[src/rtl/count_seq_ctrl.sv]
// count_seq_ctrl: sequencing controller for the user counter datapath.
// Takes LOAD_LIMIT / LOAD_PRESCALE / START / STOP commands, runs a prescaled
// counter from 0 up to a terminal limit, and reports tick, done and err.
// Optional build macro: DOWN_COUNT_EN (START cmd_data[1]=1 counts limit down to 0).
//
// Command handshake: a command transfers on a rising clk edge where
// cmd_valid && cmd_ready. cmd_ready is a register that is 0 after reset and 1
// from the first edge after reset release onward. Once it is 1 it stays 1, so
// every command transfers in one cycle. The producer holds cmd_op/cmd_data
// stable while cmd_valid is high.
module count_seq_ctrl #(
    parameter int CW = 8,
    parameter int PW = 8
) (
    input  logic          clk,
    input  logic          rst_n,
    input  logic          ena,
    input  logic          cmd_valid,
    output logic          cmd_ready,
    input  logic [1:0]    cmd_op,
    input  logic [7:0]    cmd_data,
    output logic [CW-1:0] count,
    output logic          run,
    output logic          tick,
    output logic          done,
    output logic          err,
    output logic [1:0]    state_dbg
);

    typedef enum logic [1:0] {
        S_IDLE = 2'd0,
        S_RUN  = 2'd1,
        S_DONE = 2'd2
    } state_t;

    localparam logic [1:0] OP_LOAD_LIMIT = 2'b00;
    localparam logic [1:0] OP_LOAD_PRE   = 2'b01;
    localparam logic [1:0] OP_START      = 2'b10;
    localparam logic [1:0] OP_STOP       = 2'b11;

    state_t        state, state_nxt;
    logic [CW-1:0] limit;
    logic [PW-1:0] prescale;
    logic [PW-1:0] presc_cnt;
    logic          mode;

    logic          accept;
    logic          is_start, is_stop, is_load;
    logic          do_adv;
    logic          do_presc_inc;
    logic          at_term;
    logic [CW-1:0] start_val;
    logic [CW-1:0] reload_val;
    logic [CW-1:0] step_val;

    assign accept   = cmd_valid && cmd_ready;
    assign is_start = accept && (cmd_op == OP_START);
    assign is_stop  = accept && (cmd_op == OP_STOP);
    assign is_load  = accept && (cmd_op == OP_LOAD_LIMIT || cmd_op == OP_LOAD_PRE);

`ifdef DOWN_COUNT_EN
    logic dir_q;   // 1 = counting down towards 0

    assign at_term    = dir_q ? (count == '0) : (count == limit);
    assign start_val  = cmd_data[1] ? limit : '0;
    assign reload_val = dir_q ? limit : '0;
    assign step_val   = dir_q ? (count - CW'(1)) : (count + CW'(1));
`else
    assign at_term    = (count == limit);
    assign start_val  = '0;
    assign reload_val = '0;
    assign step_val   = count + CW'(1);
`endif

    assign run       = (state == S_RUN);
    assign state_dbg = state;

    // State register.
    always_ff @(posedge clk or negedge rst_n) begin
        if (!rst_n) begin
            state <= S_IDLE;
        end else begin
            state <= state_nxt;
        end
    end

    // Next state and per-cycle strobes; START/STOP override any advance.
    always_comb begin
        state_nxt    = state;
        tick         = 1'b0;
        do_adv       = 1'b0;
        do_presc_inc = 1'b0;
        if (is_start) begin
            state_nxt = S_RUN;
        end else begin
            case (state)
                S_RUN: begin
                    if (is_stop) begin
                        state_nxt = S_IDLE;
                    end else if (ena) begin
                        if (presc_cnt == prescale) begin
                            do_adv = 1'b1;
                            if (at_term) begin
                                tick = 1'b1;
                                if (!mode) begin
                                    state_nxt = S_DONE;
                                end
                            end
                        end else begin
                            do_presc_inc = 1'b1;
                        end
                    end
                end
                default: state_nxt = state;
            endcase
        end
    end

    // Datapath registers, handshake ready and status flags.
    always_ff @(posedge clk or negedge rst_n) begin
        if (!rst_n) begin
            cmd_ready <= 1'b0;
            count     <= '0;
            limit     <= '1;
            prescale  <= '0;
            presc_cnt <= '0;
            mode      <= 1'b0;
            done      <= 1'b0;
            err       <= 1'b0;
`ifdef DOWN_COUNT_EN
            dir_q     <= 1'b0;
`endif
        end else begin
            cmd_ready <= 1'b1;
            // Loads only land outside RUN; a load during RUN is flagged instead.
            if (is_load) begin
                if (state == S_RUN) begin
                    err <= 1'b1;
                end else if (cmd_op == OP_LOAD_LIMIT) begin
                    limit <= CW'(cmd_data);
                end else begin
                    prescale <= PW'(cmd_data);
                end
            end
            if (is_start) begin
                count     <= start_val;
                presc_cnt <= '0;
                mode      <= cmd_data[0];
                done      <= 1'b0;
`ifdef DOWN_COUNT_EN
                dir_q     <= cmd_data[1];
`endif
            end else if (do_adv) begin
                presc_cnt <= '0;
                if (at_term) begin
                    if (mode) begin
                        count <= reload_val;
                    end else begin
                        done <= 1'b1;   // one-shot: count holds at terminal value
                    end
                end else begin
                    count <= step_val;
                end
            end else if (do_presc_inc) begin
                presc_cnt <= presc_cnt + PW'(1);
            end
        end
    end

endmodule

[config.mk]
export PLATFORM = sky130hd
export DESIGN_NAME = count_seq_ctrl
export DESIGN_NICKNAME = d
export VERILOG_FILES = /design/src/rtl/count_seq_ctrl.sv
export SDC_FILE = /design/constraint.sdc
export NUM_CORES = 1
export LEC_CHECK = 0
export ABC_AREA = 1
export CAP_MARGIN = 20
export CORE_ASPECT_RATIO = 1.25
export CORE_MARGIN = 2
export CORE_UTILIZATION = 35
export DETAILED_ROUTE_END_ITERATION = 10
export SLEW_MARGIN = 15
export SYNTH_ARGS = -nofsm -noshare
export SYNTH_HDL_FRONTEND = slang
export SYNTH_SLANG_ARGS = --single-unit
[constraint.sdc]
create_clock -name clk -period 1.65 [get_ports clk]
set_input_delay 0.2475 -clock clk [delete_from_list [all_inputs] [get_ports clk]]
set_output_delay 0.2475 -clock clk [all_outputs]
set_load 0.02 [all_outputs]
### Logic cells by family

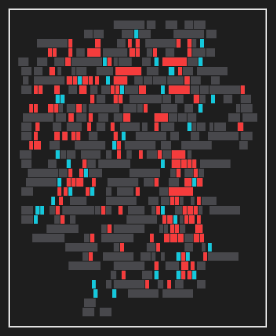
| family | color | cells | most used |
|---|---|---|---|
| nand cells | red | 130 | nand2_1 |
| inv cells | cyan | 40 | inv_1 |
Comb/total area: 0.363
fin cells: 448

### Clock routing

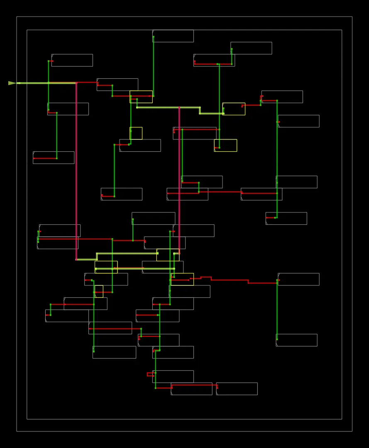
clk sinks: 38
clock buf count: 6
Late-Pin Clk Latency: 0.30 ns
Num CTS Buffers: 5
flop count: 38

### Power grid

Pins as bars on the die edge.
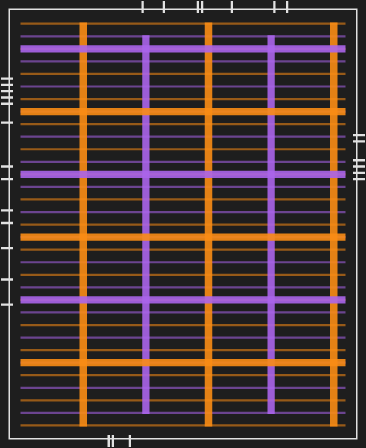
| net | color |
|---|---|
| VDD | purple |
| VSS | orange |
met5 straps: 6
met1 rails: 33
signal pins: 29
met4 straps: 5
rows: 32
Die H: 92.7 um
VDD IR max: 0.000498 V
core region area: 6130 um^2

==> results.ini <==
[critical_path]
critPathBufInv = 1
arrival_ns = 1.56
crit_family = flip-flops
cp-end-kind = output port
crit_path_end = tick
worstSetupPathType = reg -> out
r2r_end = count[4]
r2r_slack_ns = -0.06
path_cells = xnor2_2, nand2_1, nor2_4, nand2_2, nor3_2, buf_4
cp_slowest_cell = dfstp_2
timing.rr.start = limit[6]
cp-start-kind = flip-flop
path_max_fanout = 2

[final_timing]
final-max-slew-violation-count = 0
holdWs_ns = -0.00609
finalHoldViolCount = 5
worst_slack_ns = -0.155
worstMarginPinSlew_ns = 0.504
setup_total_negative_slack_ns = -0.318
setup_violations = 5
period_used_share = 1.09
rsz0062_at_grt = true
fin_skew_ns = 0.00962
max-slew-margin-rel = 0.664
timing.fmax_mhz = 554
min_period_ns = 1.81

[synthesis]
synthesis.nets = 302
synth_area_per_cell_um2 = 7.71
synth_cells = 286
ys_cells = 286
topCellsByArea = dfrtp_1 34%, nand2_1 16%, dfstp_2 9.5%
edf_count = 0
ys_area_um2 = 2200
async_flop_share = 1.00
yosysTopAreaCell = dfrtp_1
synthFlopType = dfrtp_1

[placement]
pre_cts_ws_ns = -0.515
gp_congestion = 0.826
dpl_cell_area_um2 = 2860
port_buffers = 28
dp_hpwl_mm = 3.75

[routing]
drt-initial-drc-count = 114
top_layer_used = met4
drc = 0
met3_wirelength_um = 181
wl_per_cell_um = 11.5
vias_per_cell = 4.47
wl_met1_mm = 2.26

[clock_tree]
cts.clk_slew.worst_paths_ns = 0.08
cts_buffer_depth = 2

[global_routing]
grt.overflow.total = 0
grt_usage = 0.164
grt_first_pass_wirelength_mm = 8.63
use_met3 = 0.0337
antenna_found_initial = 0
grt_pass1_vias = 1911
busiest_layer = met2

[power_and_ir_drop]
power_mw = 3.90
p_leak_nw = 1.59

[cells_and_area]
lay_top_count = nand2_1
most-common-layout-cells = 89 x nand2_1, 44 x buf_4, 37 x inv_1, 30 x dfrtp_1, 23 x nand3_1
area_growth_pct = 39.1
layout-drive-gt1-share = 0.256
nets = 378
num_antenna_cells = 0
final_area_um2 = 3070

[min_path]
hold_class = in -> async

[floorplanning]
fp_util = 0.360
placementRows = 32
pin_count = 29

[run_status]
status = finished with violations
violations = negative hold slack, negative setup slack

### Sequential cells grouped by signal name

Other sequential cells in the stronger gray, the rest of the logic in the fainter gray.
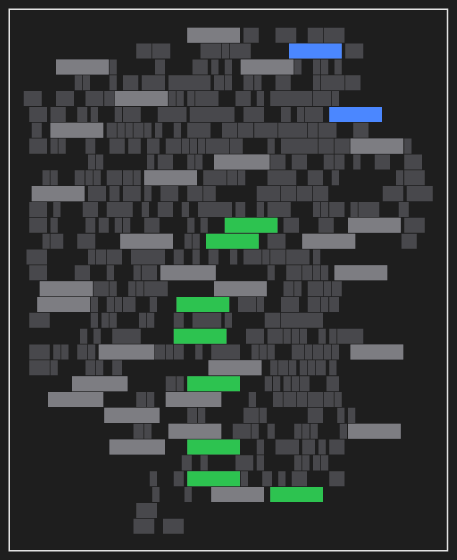
| name in the netlist | color | placed flops |
|---|---|---|
| state_dbg | blue | 2 |
| prescale | green | 8 |
final core occ: 0.501
Seq area share: 0.313
Seq group: 1.43 mW

### The metal 1 layer

Supply wires on this layer in gray.
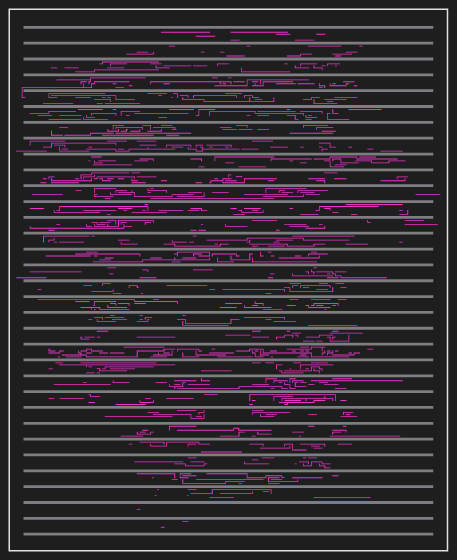
longest straight run: 21.2 um
main direction: horizontal
Vias: 2003
GR Layer Usage met1: 0.203
Final Routed Wirelength: 5.15 mm

final cells by class:
| type | count | area [um^2] |
|---|---|---|
| Clock buffer | 6 | 82.6 |
| Clock inverter | 2 | 12.5 |
| Fill cell | 608 | 3060 |
| Inverter | 40 | 151 |
| Multi-Input combinational cell | 202 | 1110 |
| Sequential cell | 38 | 961 |
| Tap cell | 85 | 106 |
| Timing Repair Buffer | 75 | 639 |
power by group:
part / switching (mW) / total, mW / internal [mW]
Combinational: 0.914 / 1.77 / 0.857
Sequential: 0.205 / 1.43 / 1.23
Clock: 0.358 / 0.695 / 0.336
Total: 1.48 / 3.90 / 2.42
logic make-up (layout without fill, tap and decap cells):
logic type	Yosys count	after routing	share of synthesized area
fa+ha+maj	2	2	0.0113
flops	38	38	0.436
compound gates	25	25	0.0607
buf+inv	46	123	0.0948
xor+xnor	15	15	0.0596
other cells	1	1	0.00170
simple gates	159	159	0.336
registers in the layout (all words and copies together), names as in the netlist:
signal,flops
done,1
err,1
count,8
state_dbg,2
prescale,8
mode,1
cmd_ready,1
presc_cnt,8
limit,8
synth_stat cells (2+ instances only):
| cell | instances |
|---|---|
| ha_1 | 2 |
| o21ai_0 | 17 |
| nor2_4 | 3 |
| nand2_4 | 2 |
| nand3_1 | 23 |
| a21oi_1 | 5 |
| dfstp_2 | 8 |
| buf_6 | 2 |
| nand2_1 | 93 |
| inv_1 | 37 |
| nor2_2 | 3 |
| nor2_1 | 19 |
| inv_2 | 2 |
| nand4_1 | 4 |
| nand2_2 | 4 |
| clkbuf_1 | 2 |
| nor3_1 | 3 |
| dfrtp_1 | 30 |
| xnor2_1 | 11 |
| xor2_1 | 4 |
timing repair:
item,in CTS,in global routing
endpoints found under the setup margin,11,20
gates resized,18,16
setup buffers,3,3
pin swaps,5,7
Power is estimated from default activity; no workload was simulated.
